**src/rtl/elbeth_pipeline_control.sv**
```systemverilog
// ============================================================================
// Module   : elbeth_pipeline_control
// Purpose  : Hazard and sequencing controller for the 5-stage ELBETH pipeline.
// Revision : 1.0 - initial release
// ============================================================================
`default_nettype none

module elbeth_pipeline_control #(
    parameter int MEM_TIMEOUT = 16,
    parameter int CNT_W       = 32
) (
    input  logic             clk,
    input  logic             rst,
    input  logic             if_imem_ready,
    input  logic [4:0]       id_rs1_addr,
    input  logic [4:0]       id_rs2_addr,
    input  logic             id_uses_rs1,
    input  logic             id_uses_rs2,
    input  logic [4:0]       ex_rd_addr,
    input  logic             ex_mem_read,
    input  logic             ex_take_branch,
    input  logic             mem_dmem_request,
    input  logic             mem_dmem_ready,
    output logic             pc_stall,
    output logic             ifid_stall,
    output logic             ifid_flush,
    output logic             idex_stall,
    output logic             idex_flush,
    output logic             exmem_stall,
    output logic             exmem_flush,
    output logic             memwb_stall,
    output logic             memwb_flush,
    output logic             bus_error,
    output logic [CNT_W-1:0] stall_count,
    output logic [CNT_W-1:0] flush_count
);

    localparam int c_tcnt_w = $clog2(MEM_TIMEOUT + 1);
    localparam logic [c_tcnt_w-1:0] c_timeout = c_tcnt_w'(MEM_TIMEOUT);
    localparam logic [c_tcnt_w-1:0] c_tcnt_one = c_tcnt_w'(1);

    typedef enum logic [1:0] {
        RUN   = 2'd0,
        IDROP = 2'd1,
        DWAIT = 2'd2
    } state_t;

    state_t              r_state;
    logic [c_tcnt_w-1:0] r_tcnt;
    logic                r_drop_pend;
    logic                r_bus_error;
    logic [CNT_W-1:0]    r_stall_count;
    logic [CNT_W-1:0]    r_flush_count;

    logic w_timeout;
    logic w_dwait;
    logic w_drop;
    logic w_load_use;
    logic w_redirect;
    logic w_pc_stall;
    logic w_ifid_stall;
    logic w_ifid_flush;
    logic w_idex_stall;
    logic w_idex_flush;
    logic w_exmem_stall;
    logic w_exmem_flush;
    logic w_memwb_flush;

    // r_tcnt counts completed wait cycles; reaching the limit in DWAIT aborts.
    assign w_timeout  = (r_state == DWAIT) && (r_tcnt == c_timeout);
    assign w_dwait    = !w_timeout && ((r_state == DWAIT) || mem_dmem_request) && !mem_dmem_ready;
    // A stale fetch response is still owed if we were dropping when the data wait began.
    assign w_drop     = (r_state == IDROP) || ((r_state == DWAIT) && r_drop_pend);
    assign w_load_use = ex_mem_read && (ex_rd_addr != 5'd0) &&
                        ((id_uses_rs1 && (id_rs1_addr == ex_rd_addr)) ||
                         (id_uses_rs2 && (id_rs2_addr == ex_rd_addr)));
    assign w_redirect = ex_take_branch && !w_dwait && !w_timeout;

    always_comb begin
        w_pc_stall    = 1'b0;
        w_ifid_stall  = 1'b0;
        w_ifid_flush  = 1'b0;
        w_idex_stall  = 1'b0;
        w_idex_flush  = 1'b0;
        w_exmem_stall = 1'b0;
        w_exmem_flush = 1'b0;
        w_memwb_flush = 1'b0;
        if (!rst) begin
            if (w_dwait) begin
                w_pc_stall    = 1'b1;
                w_ifid_stall  = 1'b1;
                w_idex_stall  = 1'b1;
                w_exmem_stall = 1'b1;
                w_memwb_flush = 1'b1;
            end else begin
                // On abort the EX instruction is squashed, so its branch and load are moot.
                if (w_timeout) begin
                    w_exmem_flush = 1'b1;
                    w_memwb_flush = 1'b1;
                end
                if (w_redirect) begin
                    w_ifid_flush = 1'b1;
                    w_idex_flush = 1'b1;
                end else if (w_drop) begin
                    w_pc_stall   = 1'b1;
                    w_ifid_flush = 1'b1;
                end else if (w_load_use && !w_timeout) begin
                    w_pc_stall   = 1'b1;
                    w_ifid_stall = 1'b1;
                    w_idex_flush = 1'b1;
                    w_ifid_flush = !if_imem_ready;
                end else if (!if_imem_ready) begin
                    w_pc_stall   = 1'b1;
                    w_ifid_flush = 1'b1;
                end
            end
        end
    end

    always_ff @(posedge clk or posedge rst) begin
        if (rst) begin
            r_state       <= RUN;
            r_tcnt        <= '0;
            r_drop_pend   <= 1'b0;
            r_bus_error   <= 1'b0;
            r_stall_count <= '0;
            r_flush_count <= '0;
        end else begin
            r_stall_count <= r_stall_count + {{(CNT_W-1){1'b0}}, w_pc_stall};
            r_flush_count <= r_flush_count + {{(CNT_W-1){1'b0}}, w_redirect};
            // Raised one cycle early so the pulse coincides with the abort cycle.
            r_bus_error   <= w_dwait && ((r_tcnt + c_tcnt_one) == c_timeout);
            if (w_dwait) begin
                r_state     <= DWAIT;
                r_tcnt      <= r_tcnt + c_tcnt_one;
                r_drop_pend <= w_drop;
            end else begin
                r_tcnt      <= '0;
                r_drop_pend <= 1'b0;
                if ((w_redirect || w_drop) && !if_imem_ready) begin
                    r_state <= IDROP;
                end else begin
                    r_state <= RUN;
                end
            end
        end
    end

    assign pc_stall    = w_pc_stall;
    assign ifid_stall  = w_ifid_stall;
    assign ifid_flush  = w_ifid_flush;
    assign idex_stall  = w_idex_stall;
    assign idex_flush  = w_idex_flush;
    assign exmem_stall = w_exmem_stall;
    assign exmem_flush = w_exmem_flush;
    assign memwb_stall = 1'b0;
    assign memwb_flush = w_memwb_flush;
    assign bus_error   = r_bus_error;
    assign stall_count = r_stall_count;
    assign flush_count = r_flush_count;

endmodule

`default_nettype wire

```
**config.mk**
```make
export PLATFORM = sky130hd
export DESIGN_NAME = elbeth_pipeline_control
export DESIGN_NICKNAME = d
export VERILOG_FILES = /design/src/rtl/elbeth_pipeline_control.sv
export SDC_FILE = /design/constraint.sdc
export NUM_CORES = 1
export LEC_CHECK = 0
export CAP_MARGIN = 10
export CORE_MARGIN = 5
export CORE_UTILIZATION = 51
export DETAILED_ROUTE_END_ITERATION = 10
export PLACE_DENSITY = 0.94
export SYNTH_ARGS = -nofsm -noshare
export SYNTH_HDL_FRONTEND = slang
export SYNTH_SLANG_ARGS = --single-unit
```
**constraint.sdc**
```tcl
create_clock -name clk -period 9.3 [get_ports clk]
set_clock_uncertainty 0.2 [all_clocks]
set_input_delay 1.395 -clock clk [delete_from_list [all_inputs] [get_ports clk]]
set_output_delay 1.395 -clock clk [all_outputs]
set_load 0.05 [all_outputs]
```
Fig. 1: run 1, floorplan with the power grid
Bar = 20 µm. Pins as bars on the die edge. Tap cells in gray.
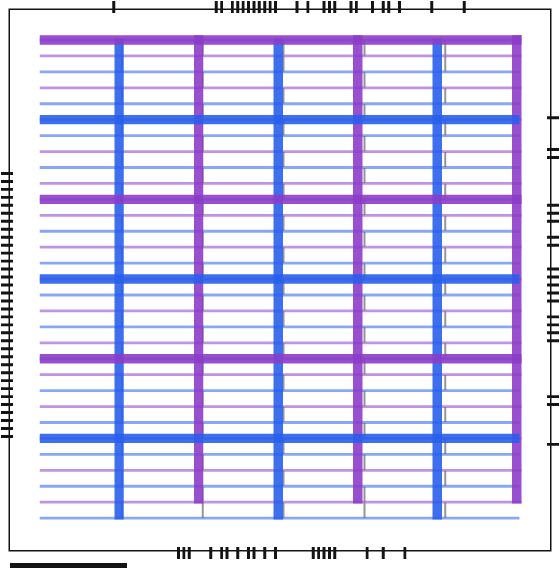
[VSS] blue
[VDD] purple
signal pins: 98
rows: 30
highest ir drop seen on vdd: 0.000115 V
DIE HEIGHT: 92.2 µm

Fig. 2: run 1, cells colored by class
Bar = 20 µm.
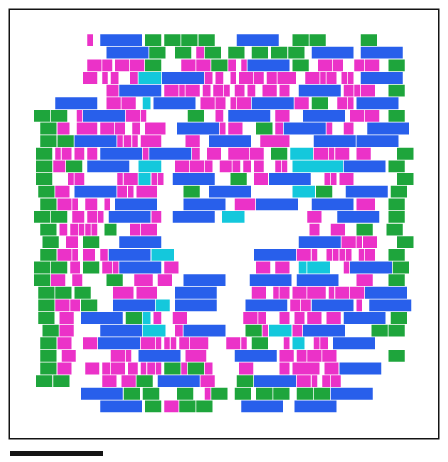
[all other logic] magenta | cells: 234
[clock drivers and dummy loads] cyan | cells: 16
[flip-flops] blue | cells: 73
[other buffers and delay cells] green | cells: 97

==> results.cfg, run 1 <==
; implementation run metrics
[global_routing]
grt.met1_usage = 0.210
top_usage_layer = met2
global_route.usage.met2 = 0.335

[clock_tree]
root_buffer = clkbuf_8
post_cts_resize_count = 0
cts_inserted_buffers = 9

[worst_hold_path]
hold_class = reg -> reg

[die]
design.die.area_um2 = 8490

[logic_synthesis]
yosys_warnings = 0
async_reset_ff_frac = 1.00
yosys.area.top_type_share = 0.531
post_synth_most_frequent_cells = dfrtp_1, xnor2_1, nand2_1, nor2_1, nand3_1

[power_and_ir_drop]
netSwitchingFraction = 0.349

[detailed_routing]
drt-met1-wl_um = 3050
route.antenna.remaining_nets = 0
route.detailed.wl_per_inst_um = 15.3
route.top_layer_used = met4
dr.pass1.iters = 4

[run]
drv.max_cap_violation_count = 0
tool_warnings = 28

[worst_setup_path]
end_of_the_critical_path = pc_stall
critical_path.reg2reg.endpoint = stall_count[26]$_DFF_PP0_
setup.worst_path.start = ex_rd_addr[4]
critPathCaptureType = output pin

[finish]
comb.multi_input.count = 227
final_core_util = 0.701
clock_area_frac = 0.0412

[place]
preCtsSetupSlack_ps = 3910

[timing]
worst_slew_margin_rel = 0.403

[run_status]
run_status = completed
Fig. 3: run 1, clock network drawn from the DEF
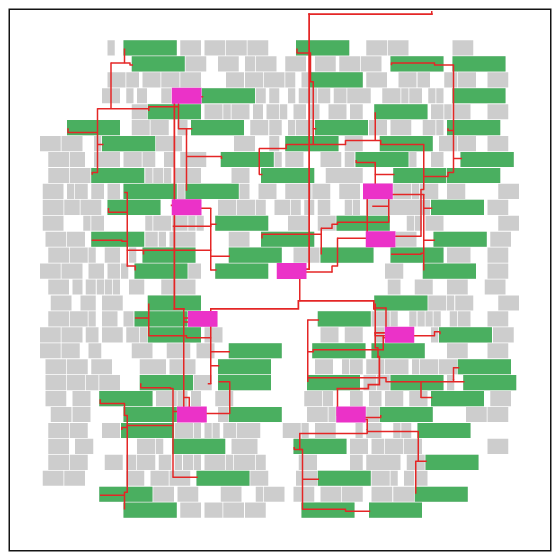
[cells driving clock nets] magenta | count: 9
[flip-flops] green | count: 73
[clock wires] red | length: 837 µm
routed clock nets: 10
insertion delay to the later sink of the worst-skew pair: 340 ps
part of the total power dissipated in the clock network: 0.290

==> run 2: changes to the inputs <==
Settings changed: CORE_UTILIZATION 51 to 48, PLACE_DENSITY 0.94 to 0.89.
Clock period 9.3 ns to 5 ns, I/O delays scaled along.
Fig. 4: run 2, metal layers overlaid
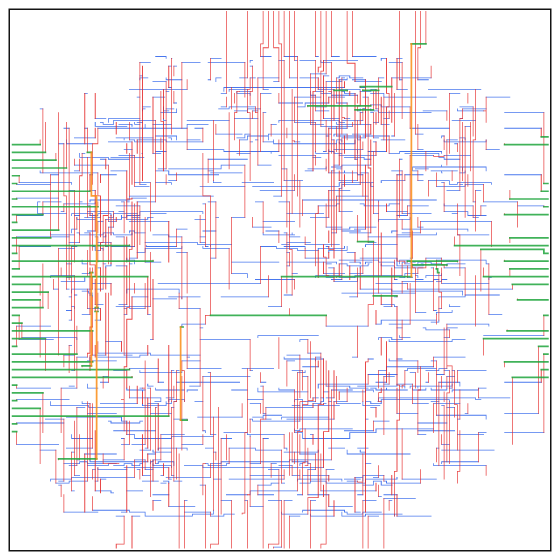
[met1] blue | wire length: 3080 µm
[met3] green | wire length: 540 µm
[met4] orange | wire length: 127 µm
[met2] red | wire length: 3690 µm

Fig. 5: run 2, clock network drawn from the DEF
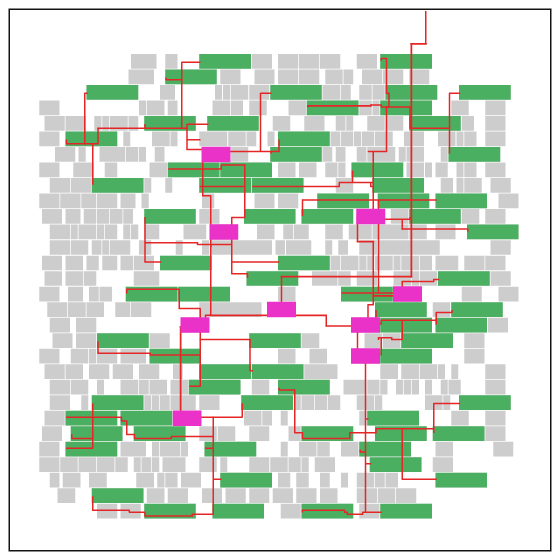
[cells driving clock nets] magenta | count: 9
[flip-flops] green | count: 73
[clock wires] red | length: 875 µm
routed clock nets: 10
part of the total power dissipated in the clock network: 0.343
clock network power consumption: 0.000570 W
insertion delay to the later sink of the worst-skew pair: 330 ps

==> results.cfg, run 2 <==
; implementation run metrics
[die]
die_height_um = 94.7
design.die.area_um2 = 8960

[detailed_routing]
drt-met1-wl_um = 3080
route.antenna.remaining_nets = 0
route.detailed.wl_per_inst_um = 14.4
route.top_layer_used = met4

[global_routing]
grt.met1_usage = 0.221
top_usage_layer = met2
global_route.usage.met2 = 0.287

[clock_tree]
post_cts_resize_count = 0
cts_inserted_buffers = 9

[logic_synthesis]
yosys.area.top_type_share = 0.531
post_synth_most_frequent_cells = dfrtp_1, xnor2_1, nand2_1, nor2_1, nand3_1
async_reset_ff_frac = 1.00
yosys_warnings = 0

[finish]
final_core_util = 0.693
comb.multi_input.count = 227
clock_area_frac = 0.0533

[timing]
worst_slew_margin_rel = 0.390

[power_and_ir_drop]
power.share.combinational = 0.238
netSwitchingFraction = 0.317

[worst_setup_path]
end_of_the_critical_path = pc_stall
setup.worst_path.start = ex_rd_addr[1]
critPathCaptureType = output pin
critical_path.reg2reg.endpoint = stall_count[26]$_DFF_PP0_

[run_status]
run_status = completed

[run]
tool_warnings = 28
drv.max_cap_violation_count = 0
==> run 3: changes to the inputs <==
Settings changed: CORE_UTILIZATION 48 to 43, PLACE_DENSITY 0.89 to 0.85.
Clock period 5 ns to 3.54 ns, I/O delays scaled along.
Fig. 6: run 3, cells colored by class
Bar = 20 µm.
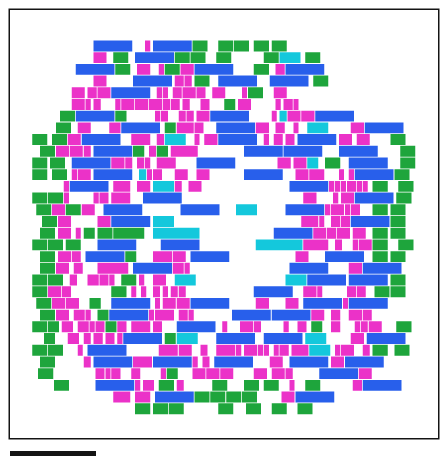
[other buffers and delay cells] green | cells: 106
[flip-flops] blue | cells: 73
[all other logic] magenta | cells: 234
[clock drivers and dummy loads] cyan | cells: 16
Site Rows: 32
post-layout instance area: 4830 µm²
share of the core filled with cells in the final layout: 0.621
fraction of standard cell area that is sequential: 0.379
CORE AREA: 7770 µm²

Fig. 7: run 3, floorplan with the power grid
Bar = 20 µm. Pins as bars on the die edge. Tap cells in gray.
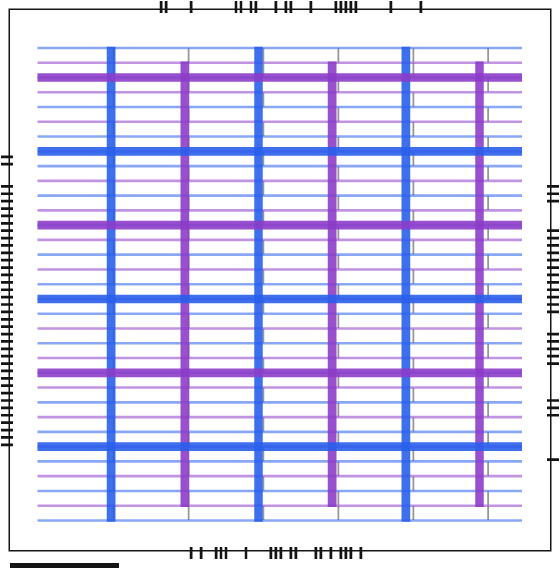
[VSS] blue
[VDD] purple
met1 rails: 33
rows: 32
signal pins: 98
met4 straps: 6
highest ir drop seen on vdd: 0.000469 V
DIE HEIGHT: 99.5 µm
die width: 99.5 µm

==> results.cfg, run 3 <==
; implementation run metrics
[detailed_routing]
drt-met1-wl_um = 3130
dr.pass1.iters = 4
route.detailed.wl_per_inst_um = 14.6
route.antenna.remaining_nets = 0
route.top_layer_used = met4
drt-vias-per-instance = 5.10

[global_routing]
top_usage_layer = met2
first_global_vias = 2728
global_route.usage.met2 = 0.268
grt.met1_usage = 0.200

[run]
tool_warnings = 28
drv.max_cap_violation_count = 0

[power_and_ir_drop]
net_switching_power_w = 0.000762
powerDensity_nw_per_um2 = 476
netSwitchingFraction = 0.332
power.share.combinational = 0.246
clkPwrFrac = 0.322
p_clk_w = 0.000740

[logic_synthesis]
post_synth_most_frequent_cells = dfrtp_1, xnor2_1, nand2_1, nor2_1, nand3_1
yosys_warnings = 0
async_reset_ff_frac = 1.00
yosys.area.top_type_share = 0.531

[clock_tree]
clock_tree.buffer_depth = 2
root_buffer = clkbuf_8
clock_latency_ps = 350
post_cts_resize_count = 0
cts_inserted_buffers = 9

[finish]
largest_cell_class = flip-flops and latches
comb.multi_input.count = 227
clock_area_frac = 0.0474

[timing]
worst_slew_margin_rel = 0.394
time_the_worst_path_needs_with_i_o_delays_and_setup_ps = 3220

[die]
design.die.area_um2 = 9890
floorplan.initialDensity = 0.443

[worst_setup_path]
crit_slowest_cell = clkdlybuf4s50_1
critical_path.reg2reg.endpoint = flush_count[30]$_DFF_PP0_
critPathMaxStageDelay_ps = 540
critPathCaptureType = flop
r2r_cells = 11
setup.worst_path.start = ex_rd_addr[2]
worst_r2r_startpoint = r_tcnt[0]$_DFF_PP0_

[place]
preCtsSetupSlack_ps = -49.8
placedInstanceArea_um2 = 4600
place.detailed.hpwl_um = 5910
globalplace.congestion = 0.815

[run_status]
run_status = completed

[worst_hold_path]
hold_class = reg -> reg
holdCritStartpoint = flush_count[31]$_DFF_PP0_
No activity file was given, so power comes from the tool's default toggle rates.
